Figure 1. Supply network (run 1).
The bar under the picture is 20 um long. Pins as bars on the die edge. Tap cells in gray.
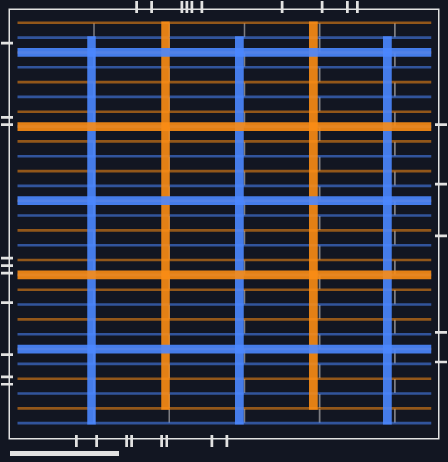
Figure 2. Cells colored by class (run 1).
The bar under the picture is 20 um long.
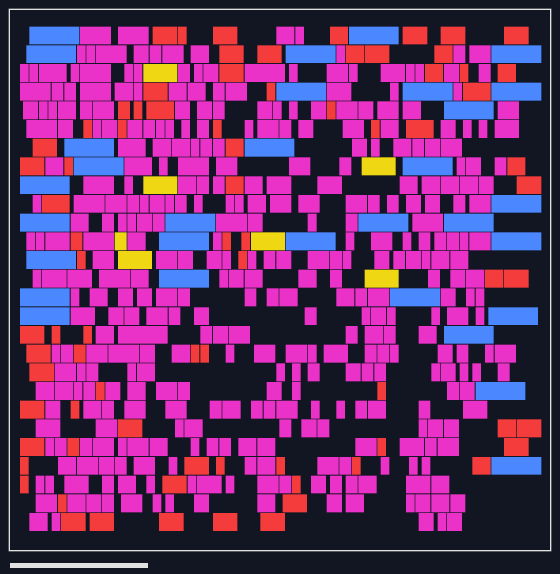
Figure 3. Routed clock nets over the placement (run 1).
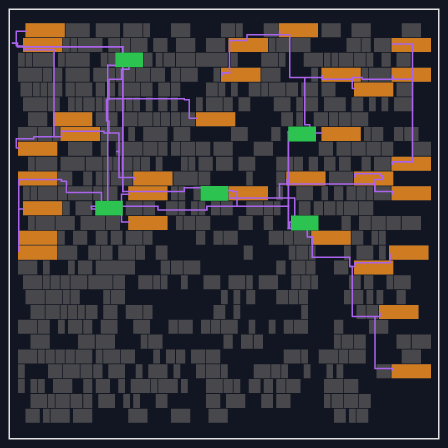
Figure 4. Signal wires by layer (run 1).
The bar under the picture is 20 um long. Only two layers are drawn.
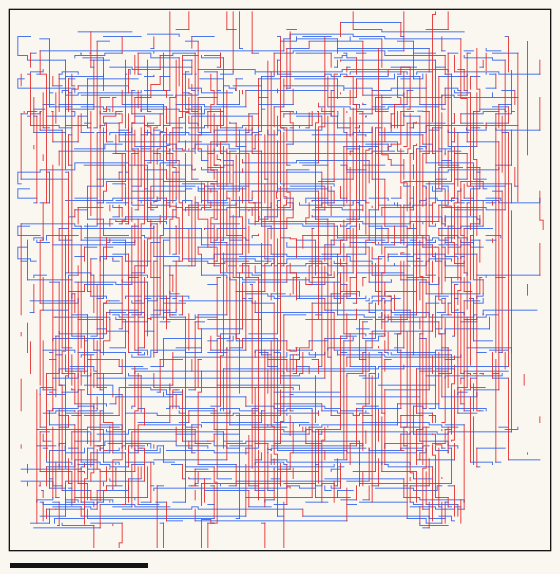
==> config.mk <==
export PLATFORM = sky130hd
export DESIGN_NAME = byte_encode_stream
export DESIGN_NICKNAME = d
export VERILOG_FILES = /design/src/rtl/byte_encode_pkg.sv /design/src/rtl/byte_encode_stream.sv
export SDC_FILE = /design/constraint.sdc
export NUM_CORES = 1
export LEC_CHECK = 0
export CORE_MARGIN = 1
export CORE_UTILIZATION = 55
export DETAILED_ROUTE_END_ITERATION = 6
export GPL_TIMING_DRIVEN = 0
export PLACE_DENSITY_LB_ADDON = 0.12
export SYNTH_ARGS = -nofsm -noshare
export SYNTH_HDL_FRONTEND = slang
export SYNTH_SLANG_ARGS = --single-unit
==> constraint.sdc <==
create_clock -name clk_i -period 4.35 [get_ports clk_i]
set_input_delay 1.305 -clock clk_i [delete_from_list [all_inputs] [get_ports clk_i]]
set_output_delay 1.305 -clock clk_i [all_outputs]
set_load 0.01 [all_outputs]
==> src/rtl/byte_encode_pkg.sv <==
// Shared types and constants for the streaming ByteEncode_d stage.
package byte_encode_pkg;

    localparam int unsigned D_MAX_DEFAULT = 12;
    localparam int unsigned KYBER_Q       = 3329;

    typedef enum logic [1:0] {IDLE, ACTIVE, FLUSH, DROP} benc_state_t;

    typedef logic [7:0] byte_t;

endpackage

==> src/rtl/byte_encode_stream.sv <==
// Packs d-bit coefficients LSB-first into a bit stream and emits it as bytes (valid/ready).
// Optional feature macro: BYTE_ENCODE_MOD_CHECK_EN (flags d=12 coefficients >= q in err_o).
module byte_encode_stream
    import byte_encode_pkg::*;
#(
    parameter int unsigned D_MAX = D_MAX_DEFAULT,
    parameter int unsigned D_W   = $clog2(D_MAX + 1)
) (
    input  logic             clk_i,
    input  logic             rst_i,
    input  logic [D_W-1:0]   d_i,
    input  logic [D_MAX-1:0] coef_i,
    input  logic             coef_valid_i,
    input  logic             coef_last_i,
    output logic             coef_ready_o,
    output byte_t            byte_o,
    output logic             byte_valid_o,
    output logic             byte_last_o,
    input  logic             byte_ready_i,
    output logic             err_o
);

    localparam int unsigned ACC_W = D_MAX + 7;
    localparam int unsigned CNT_W = $clog2(D_MAX + 8);
    localparam logic [CNT_W-1:0] CNT_BYTE = CNT_W'(8);

    benc_state_t      state_q, state_d;
    logic [ACC_W-1:0] acc_q, acc_d;
    logic [CNT_W-1:0] cnt_q, cnt_d;
    logic [D_W-1:0]   d_q, d_d;
    logic             err_q, err_d;

    logic [D_W-1:0]   d_eff;
    logic [D_MAX-1:0] coef_mask;
    logic [ACC_W-1:0] coef_ext;
    logic             d_legal;
    logic             coef_fire;
    logic             byte_fire;
    logic             range_err;

    // Ready/valid derive only from registered state, never from the opposite handshake.
    always_comb begin
        coef_ready_o = 1'b0;
        byte_valid_o = 1'b0;
        case (state_q)
            IDLE, DROP: coef_ready_o = 1'b1;
            ACTIVE: begin
                coef_ready_o = (cnt_q < CNT_BYTE);
                byte_valid_o = (cnt_q >= CNT_BYTE);
            end
            FLUSH:   byte_valid_o = (cnt_q != '0);
            default: ;
        endcase
        if (rst_i) begin
            coef_ready_o = 1'b0;
            byte_valid_o = 1'b0;
        end
    end

    assign byte_o      = acc_q[7:0];
    assign byte_last_o = byte_valid_o && (state_q == FLUSH) && (cnt_q <= CNT_BYTE);
    assign err_o       = err_q;

    assign coef_fire = coef_valid_i && coef_ready_o;
    assign byte_fire = byte_valid_o && byte_ready_i;
    assign d_eff     = (state_q == IDLE) ? d_i : d_q;
    assign d_legal   = (d_i != '0) && (d_i <= D_W'(D_MAX));
    assign coef_mask = ~({D_MAX{1'b1}} << d_eff);
    assign coef_ext  = ACC_W'(coef_i & coef_mask);

`ifdef BYTE_ENCODE_MOD_CHECK_EN
    assign range_err = (d_eff == D_W'(12)) && (coef_i[11:0] >= 12'(KYBER_Q));
`else
    assign range_err = 1'b0;
`endif

    always_comb begin
        state_d = state_q;
        acc_d   = acc_q;
        cnt_d   = cnt_q;
        d_d     = d_q;
        err_d   = err_q;
        case (state_q)
            IDLE: begin
                if (coef_fire) begin
                    if (d_legal) begin
                        acc_d   = coef_ext;
                        cnt_d   = CNT_W'(d_i);
                        d_d     = d_i;
                        err_d   = err_q | range_err;
                        state_d = coef_last_i ? FLUSH : ACTIVE;
                    end else begin
                        err_d   = 1'b1;
                        state_d = coef_last_i ? IDLE : DROP;
                    end
                end
            end
            ACTIVE: begin
                if (coef_fire) begin
                    acc_d = acc_q | (coef_ext << cnt_q);
                    cnt_d = cnt_q + CNT_W'(d_q);
                    err_d = err_q | range_err;
                    if (coef_last_i) begin
                        state_d = FLUSH;
                    end
                end else if (byte_fire) begin
                    acc_d = acc_q >> 8;
                    cnt_d = cnt_q - CNT_BYTE;
                end
            end
            FLUSH: begin
                if (cnt_q == '0) begin
                    acc_d   = '0;
                    state_d = IDLE;
                end else if (byte_fire) begin
                    if (cnt_q <= CNT_BYTE) begin
                        acc_d   = '0;
                        cnt_d   = '0;
                        state_d = IDLE;
                    end else begin
                        acc_d = acc_q >> 8;
                        cnt_d = cnt_q - CNT_BYTE;
                    end
                end
            end
            DROP: begin
                if (coef_fire && coef_last_i) begin
                    state_d = IDLE;
                end
            end
            default: state_d = IDLE;
        endcase
    end

    always_ff @(posedge clk_i) begin
        if (rst_i) begin
            state_q <= IDLE;
            acc_q   <= '0;
            cnt_q   <= '0;
            d_q     <= '0;
            err_q   <= 1'b0;
        end else begin
            state_q <= state_d;
            acc_q   <= acc_d;
            cnt_q   <= cnt_d;
            d_q     <= d_d;
            err_q   <= err_d;
        end
    end

endmodule

==> flow_metrics.tcl, run 1 <==
# place-and-route summary
set metrics [dict create \
    status "finished clean" \
    post-route-period-util 0.9433 \
    swShare 0.5606 \
    synth_warnings 0 \
    tightest_slew_ns 1.061 \
    setup_viol_count_final 0 \
    grt.busiest_layer "met2" \
    crit_start "d_i[1]" \
    path_cells "clkdlybuf4s50_1 -> clkbuf_1 -> nand2_1 -> a311oi_1 -> a31oi_1 -> mux2i_1 -> a22oi_1 -> a2111oi_1" \
    tool_warnings 33 \
    synth_top_area_share 0.1928 \
    reg_top3 "acc_q (19), cnt_q (5), d_q (4)" \
    fmax_ghz 0.2437 \
    worstPathMaxFanout 10 \
    fin_tns_setup_ns 0 \
    wl_um 11700 \
    internal_power_w 0.001284 \
    clockNetworkAreaShare 0.02358 \
    slowest_stage "a311oi_1" \
    use_met3 0.06047 \
    drt_iter0_markers 378 \
    layout.non_clock_inverters 23 \
    clkTransAtPathRegs_ns 0.08 \
    whs_endpoint "acc_q[13]" \
    nonClkBufAreaFrac 0.1499 \
    largest_area_cell "dfxtp_1" \
    flops 31 \
    comb_power_w 0.00222 \
    end_kind "register" \
    worstReg2RegStart "state_q[0]" \
    top_cell "nor2_1" \
    wl_met2_um 5320 \
    place_ws_ns 0.03793 \
    cts.sinks 31 \
    timing.hold.ws_ns 0.4926 \
]
## Picture notes: Figure 1
Key: blue = VSS; orange = VDD
5 straps on met4. The core has 27 rows.
die height: 78.51 um
Die Wd: 78.51 um
maximum VDD drop: 0.5503 mV
Core Region: 5574 um2

## Picture notes: Figure 2
Key: red = remaining buffers and delay cells [cells 78, share of their area 15%]; blue = sequential cells [cells 31, share of their area 17%]; magenta = combinational and other logic [cells 370, share of their area 65%]; yellow = clock drivers and dummy loads [cells 7, share of their area 2.4%]

## Picture notes: Figure 3
Key: purple = clock wires [length 523 um]; orange = flip-flops [count 31]; green = clock drivers [count 5]
There are 6 routed clock nets.

## Picture notes: Figure 4
Key: blue = metal 1 [wire length 4660 um]; red = metal 2 [wire length 5320 um]
Wirelength per Cell: 20.97 um
DR vias: 3912

==> run 2, diff against run 1 <==
- SLEW_MARGIN: unset -> 20
Figure 5. Cells colored by class (run 2).
The bar under the picture is 20 um long.
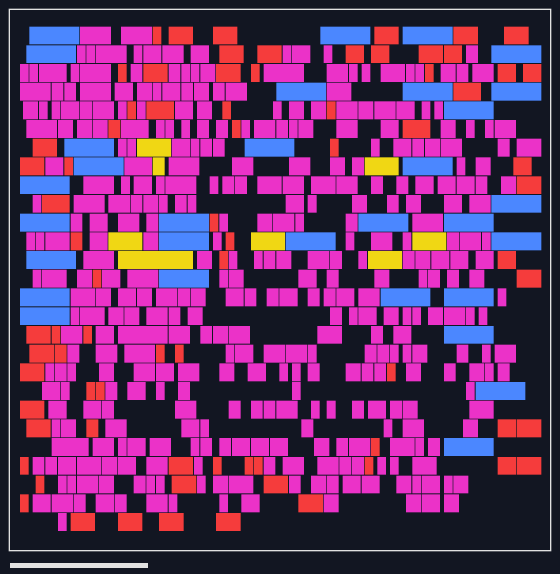
Key: yellow = clock drivers and dummy loads [cells 8, share of their area 3.2%]; blue = sequential cells [cells 31, share of their area 17%]; magenta = combinational and other logic [cells 370, share of their area 65%]; red = remaining buffers and delay cells [cells 75, share of their area 15%]

Figure 6. Routed clock nets over the placement (run 2).
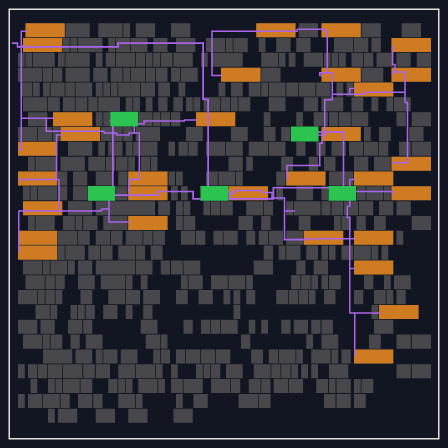
Key: purple = clock wires [length 489 um]; green = clock drivers [count 5]; orange = flip-flops [count 31]
There are 6 routed clock nets.
clock group share of total power: 0.104
Power Clock: 0.000308 W
clk latency late pin: 0.30 ns
Layout Skew: 0.01437 ns

Figure 7. Cell outlines without signal wires (run 2).
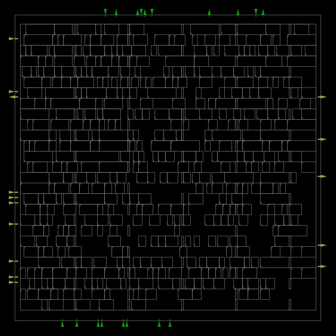
Finished Layout Cells: 556
flop share of the area: 0.1668
number of cell rows: 27

==> run 2 against run 1 <==
- synthesized cell count stayed put
- clock power is 25% higher
- global-route usage is 0.42 points lower
- count of clock-buffer cells in the layout stayed put
- largest cell class unchanged
- largest power group unchanged
==> flow_metrics.tcl, run 2 <==
# place-and-route summary
set metrics [dict create \
    status "finished clean" \
    wl_per_cell_um 21.03 \
    vdd_drop_max_mv 0.5089 \
    top_cell "nor2_1" \
    crit_start "cnt_q[3]" \
    clkTransAtPathRegs_ns 0.07 \
    drt_iter0_markers 446 \
    vias 3902 \
    post-route-period-util 0.9496 \
    internal_power_w 0.001334 \
    die_w_um 78.51 \
    timing.hold.ws_ns 0.4828 \
    worstReg2RegStart "cnt_q[3]" \
    wl_um 11700 \
    grt.busiest_layer "met2" \
    die_y_um 78.51 \
    whs_endpoint "acc_q[13]" \
    flops 31 \
    fmax_ghz 0.2421 \
    cts.sinks 31 \
    fin_tns_setup_ns 0 \
    worstPathMaxFanout 12 \
    use_met3 0.06163 \
    clockNetworkAreaShare 0.03161 \
]
Power and IR drop assume default switching activity.
